[config.mk]
export PLATFORM = sky130hd
export DESIGN_NAME = tqvp_crc_engine
export DESIGN_NICKNAME = d
export VERILOG_FILES = /design/src/rtl/tqvp_crc_engine.sv
export SDC_FILE = /design/constraint.sdc
export NUM_CORES = 1
export LEC_CHECK = 0
export CAP_MARGIN = 10
export CORE_MARGIN = 2
export CORE_UTILIZATION = 26
export DETAILED_ROUTE_END_ITERATION = 6
export REMOVE_ABC_BUFFERS = 1
export SETUP_SLACK_MARGIN = 0.05
export SYNTH_ARGS = -nofsm -noshare
export SYNTH_HDL_FRONTEND = slang
export SYNTH_SLANG_ARGS = --single-unit
[constraint.sdc]
create_clock -name clk -period 4.02 [get_ports clk]
set_clock_uncertainty 0.05 [all_clocks]
set_input_delay 0.804 -clock clk [delete_from_list [all_inputs] [get_ports clk]]
set_output_delay 0.804 -clock clk [all_outputs]
set_load 0.02 [all_outputs]
[src/rtl/tqvp_crc_engine.sv]
// Programmable CRC peripheral for the TinyQV user-peripheral slot.
// Folds one latched byte per 8/BITS_PER_CYCLE busy cycles into a CRC_W-bit remainder.
module tqvp_crc_engine #(
    parameter int          CRC_W          = 32,
    parameter int          BITS_PER_CYCLE = 1,
    parameter logic [31:0] POLY_RST       = 32'h04C11DB7
) (
    input  logic       clk,
    input  logic       rst_n,
    input  logic [7:0] ui_in,
    output logic [7:0] uo_out,
    input  logic [3:0] address,
    input  logic       data_write,
    input  logic [7:0] data_in,
    output logic [7:0] data_out
);

    localparam int               CYC      = 8 / BITS_PER_CYCLE;
    localparam logic [2:0]       CNT_LAST = 3'(CYC - 1);
    localparam logic [CRC_W-1:0] ONES     = {CRC_W{1'b1}};

    logic [CRC_W-1:0] r_poly;
    logic [CRC_W-1:0] r_init;
    logic [CRC_W-1:0] r_crc;
    logic             r_refin;
    logic             r_refout;
    logic             r_xorout;
    logic             r_busy;
    logic             r_overrun;
    logic [2:0]       r_cnt;
    logic [7:0]       r_shift;

    logic             w_wr_ctrl;
    logic             w_wr_data;
    logic             w_wr_stat;
    logic             w_wr_poly;
    logic             w_wr_init;
    logic [CRC_W-1:0] w_result;
    logic [7:0]       w_dout;
    logic             w_unused;

    // Fold BITS_PER_CYCLE message bits, taken from the byte's LSB end when reflected.
    function automatic logic [CRC_W-1:0] f_fold(input logic [CRC_W-1:0] crc,
                                                input logic [CRC_W-1:0] poly,
                                                input logic [7:0]       sh,
                                                input logic             refin);
        logic [CRC_W-1:0] c;
        logic             d;
        logic             fb;
        c = crc;
        for (int i = 0; i < BITS_PER_CYCLE; i++) begin
            d  = refin ? sh[i] : sh[7-i];
            fb = c[CRC_W-1] ^ d;
            c  = (c << 1) ^ (fb ? poly : '0);
        end
        return c;
    endfunction

    function automatic logic [CRC_W-1:0] f_bitrev(input logic [CRC_W-1:0] v);
        logic [CRC_W-1:0] r;
        for (int i = 0; i < CRC_W; i++) begin
            r[i] = v[CRC_W-1-i];
        end
        return r;
    endfunction

    // Byte-lane write; lanes or bits at or above CRC_W are dropped.
    function automatic logic [CRC_W-1:0] f_wr_byte(input logic [CRC_W-1:0] cur,
                                                   input logic [1:0]       idx,
                                                   input logic [7:0]       b);
        logic [CRC_W-1:0] r;
        r = cur;
        for (int i = 0; i < CRC_W; i++) begin
            if ((i / 8) == int'(idx)) begin
                r[i] = b[i % 8];
            end
        end
        return r;
    endfunction

    function automatic logic [7:0] f_rd_byte(input logic [CRC_W-1:0] v,
                                             input logic [1:0]       idx);
        logic [7:0] b;
        int         bi;
        b = '0;
        for (int j = 0; j < 8; j++) begin
            bi = int'(idx) * 8 + j;
            if (bi < CRC_W) begin
                b[j] = v[bi];
            end
        end
        return b;
    endfunction

    assign w_wr_ctrl = data_write && (address == 4'h0);
    assign w_wr_data = data_write && (address == 4'h1);
    assign w_wr_stat = data_write && (address == 4'h2);
    assign w_wr_poly = data_write && (address[3:2] == 2'b01);
    assign w_wr_init = data_write && (address[3:2] == 2'b10);

    always_ff @(posedge clk) begin
        if (!rst_n) begin
            r_poly    <= POLY_RST[CRC_W-1:0];
            r_init    <= ONES;
            r_crc     <= ONES;
            r_refin   <= 1'b1;
            r_refout  <= 1'b1;
            r_xorout  <= 1'b1;
            r_busy    <= 1'b0;
            r_overrun <= 1'b0;
            r_cnt     <= '0;
        end else begin
            if (r_busy) begin
                r_crc <= f_fold(r_crc, r_poly, r_shift, r_refin);
                r_cnt <= r_cnt + 3'd1;
                if (r_cnt == CNT_LAST) begin
                    r_busy <= 1'b0;
                    r_cnt  <= '0;
                end
            end

            // Clears come first so that a same-cycle overrun set wins.
            if (w_wr_stat) begin
                r_overrun <= 1'b0;
            end

            if (w_wr_ctrl) begin
                if (data_in[0]) begin
                    r_refin   <= data_in[1];
                    r_refout  <= data_in[2];
                    r_xorout  <= data_in[3];
                    r_crc     <= r_init;
                    r_busy    <= 1'b0;
                    r_cnt     <= '0;
                    r_overrun <= 1'b0;
                end else if (!r_busy) begin
                    r_refin  <= data_in[1];
                    r_refout <= data_in[2];
                    r_xorout <= data_in[3];
                end else begin
                    r_overrun <= 1'b1;
                end
            end

            if (w_wr_data) begin
                if (!r_busy) begin
                    r_busy <= 1'b1;
                    r_cnt  <= '0;
                end else begin
                    r_overrun <= 1'b1;
                end
            end

            if (w_wr_poly) begin
                if (!r_busy) begin
                    r_poly <= f_wr_byte(r_poly, address[1:0], data_in);
                end else begin
                    r_overrun <= 1'b1;
                end
            end

            if (w_wr_init) begin
                if (!r_busy) begin
                    r_init <= f_wr_byte(r_init, address[1:0], data_in);
                end else begin
                    r_overrun <= 1'b1;
                end
            end
        end
    end

    // Message byte shifter: pure datapath, qualified by r_busy.
    always_ff @(posedge clk) begin
        if (w_wr_data && !r_busy) begin
            r_shift <= data_in;
        end else if (r_busy) begin
            r_shift <= r_refin ? (r_shift >> BITS_PER_CYCLE) : (r_shift << BITS_PER_CYCLE);
        end
    end

    assign w_result = (r_refout ? f_bitrev(r_crc) : r_crc) ^ (r_xorout ? ONES : '0);

    always_comb begin
        w_dout = '0;
        case (address[3:2])
            2'b00: begin
                if (address[1:0] == 2'b10) begin
                    w_dout = {3'b000, r_xorout, r_refout, r_refin, r_overrun, r_busy};
                end
            end
            2'b01:   w_dout = f_rd_byte(r_poly, address[1:0]);
            2'b10:   w_dout = f_rd_byte(r_init, address[1:0]);
            default: w_dout = f_rd_byte(w_result, address[1:0]);
        endcase
    end

    assign data_out = w_dout;
    assign uo_out   = {6'b000000, r_overrun, r_busy};
    assign w_unused = ^ui_in;

endmodule

Track usage over the die:
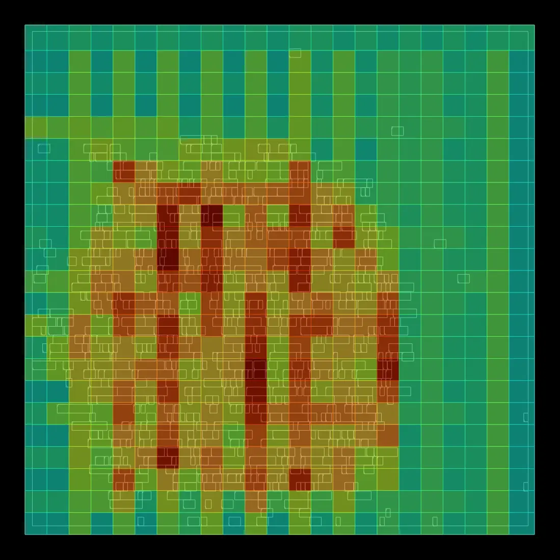
routed wirelength normalized by instance count: 19.54 µm
Global Route met1 Usage: 21.72%
GRT Resource Usage Total: 15.76%
most heavily used metal layer in global routing: met2

Metal 1:
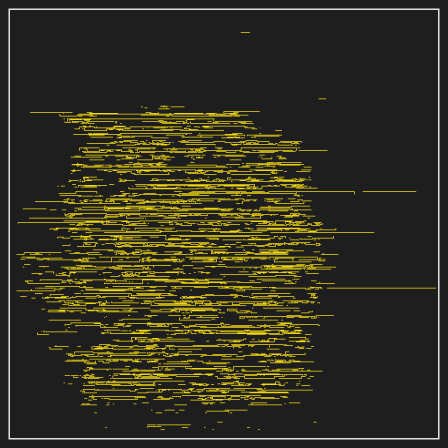
longest straight run = 54.7 µm
main direction = horizontal
share of all routed wire = 44%
nets with wire on the layer = 656
vias post-DR: 5541
final wirelength: 20.11 mm

==> report_table.html <==
<h2>Synthesis and place &amp; route</h2>
<table>
<tr><th>Metric</th><th>Value</th></tr>
<tr><th colspan="2">Outcome</th></tr>
<tr><td>Run status</td><td>finished, final reports clean</td></tr>
<tr><th colspan="2">Logic synthesis</th></tr>
<tr><td>Post-Synthesis Mean Instance Area</td><td>8.950 µm²</td></tr>
<tr><td>Mux cell area share</td><td>17.17%</td></tr>
<tr><td>Synthesized-area fraction occupied by adder cells</td><td>0.3966%</td></tr>
<tr><td>Flip-flop and latch count after synthesis</td><td>112</td></tr>
<tr><td>Number of enable flip-flop cells</td><td>8</td></tr>
<tr><td>Area share of and-or/or-and cells after synthesis</td><td>14.24%</td></tr>
<tr><th colspan="2">Timing</th></tr>
<tr><td>Hold Slack</td><td>439.6 ps</td></tr>
<tr><th colspan="2">Finish</th></tr>
<tr><td>Area delta synth-&gt;final</td><td>12.59%</td></tr>
<tr><td>Inverter tally of the final layout excluding the clock network</td><td>3</td></tr>
<tr><td>Buffers outside the clock class</td><td>55</td></tr>
<tr><td>Count of flip-flops and latches</td><td>112</td></tr>
<tr><td>Share of layout cells above drive strength 1</td><td>12.91%</td></tr>
<tr><td>Multi-input logic portion of the cell area</td><td>50.90%</td></tr>
<tr><td>Post-layout util</td><td>29.47%</td></tr>
<tr><th colspan="2">Global route</th></tr>
<tr><td>Maximum number of pins on one net before global-route repair</td><td>82</td></tr>
<tr><td>Global-route wire length before repair</td><td>31.00 mm</td></tr>
<tr><th colspan="2">Worst setup path</th></tr>
<tr><td>Critical path start-end classification</td><td>primary input to output pin</td></tr>
<tr><td>Cell breakdown of the critical path</td><td>buf_2, mux4_2, mux2i_1, xor2_1, o21ai_1, clkdlybuf4s50_1</td></tr>
<tr><td>Critical Path RT</td><td>3170 ps</td></tr>
<tr><td>Crit end category</td><td>output pin</td></tr>
<tr><td>Crit Path Max Fanout</td><td>13</td></tr>
<tr><th colspan="2">Floorplanning</th></tr>
<tr><td>Width of the chip</td><td>159.8 µm</td></tr>
<tr><td>Number of core rows</td><td>57</td></tr>
<tr><td>Number of placed I/O pins</td><td>39</td></tr>
<tr><th colspan="2">Hold path</th></tr>
<tr><td>Classification of the worst-slack hold path</td><td>register to register</td></tr>
<tr><th colspan="2">Route</th></tr>
<tr><td>Total iterations of the first detailed-routing run</td><td>5</td></tr>
<tr><td>Detailed-routed wire length on met2</td><td>9.184 mm</td></tr>
<tr><th colspan="2">Clocking</th></tr>
<tr><td>Cell chosen for the clock root</td><td>sky130_fd_sc_hd__clkbuf_16</td></tr>
<tr><td>Number of buffers created by CTS</td><td>9</td></tr>
<tr><td>H-tree Lvls</td><td>3</td></tr>
<tr><th colspan="2">Run</th></tr>
<tr><td>Count of maximum capacitance violations</td><td>0</td></tr>
<tr><th colspan="2">Placed design</th></tr>
<tr><td>Placed standard-cell area</td><td>0.006839 mm²</td></tr>
<tr><td>Cell Count Post-Placement</td><td>1013</td></tr>
<tr><th colspan="2">Power and ir drop</th></tr>
<tr><td>Switching share of power</td><td>26.98%</td></tr>
</table>
## worst paths after layout
| kind | startpoint | to | slack [ps] |
|---|---|---|---|
| max reg2reg | r_refin$_SDFFE_PN1P_ | r_crc[30]$_SDFF_PN1_ | 1540 |
| min reg2reg | r_poly[17]$_SDFFE_PN0P_ | r_poly[17]$_SDFFE_PN0P_ | 440 |
| min | r_poly[17]$_SDFFE_PN0P_ | r_poly[17]$_SDFFE_PN0P_ | 440 |
| max | address[1] | data_out[6] | 240 |
## registers in the layout, summed over array words and instances, names as in the netlist
name and flops:
r_crc 32, r_init 32, r_poly 32, r_shift 8, r_cnt 3, r_busy 1
r_overrun 1, r_refin 1, r_refout 1, r_xorout 1
## cells in the final DEF (no fill, tap or decap), types with 5 or more instances in the layout
cell type	n
sky130_fd_sc_hd__o21ai_1	7
sky130_fd_sc_hd__a221oi_1	5
sky130_fd_sc_hd__buf_4	29
sky130_fd_sc_hd__a21oi_1	49
sky130_fd_sc_hd__and4_1	30
sky130_fd_sc_hd__dfxtp_1	103
sky130_fd_sc_hd__nor2b_1	7
sky130_fd_sc_hd__o311ai_1	30
sky130_fd_sc_hd__o21ai_0	30
sky130_fd_sc_hd__conb_1	6
sky130_fd_sc_hd__clkbuf_16	9
sky130_fd_sc_hd__nand2_1	123
sky130_fd_sc_hd__mux4_2	32
sky130_fd_sc_hd__nand3_1	58
sky130_fd_sc_hd__edfxtp_1	8
sky130_fd_sc_hd__mux2i_1	34
sky130_fd_sc_hd__nand2b_1	32
sky130_fd_sc_hd__nor2_1	27
sky130_fd_sc_hd__clkdlybuf4s50_1	21
sky130_fd_sc_hd__o211ai_1	13
Power is estimated from default activity; no workload was simulated.
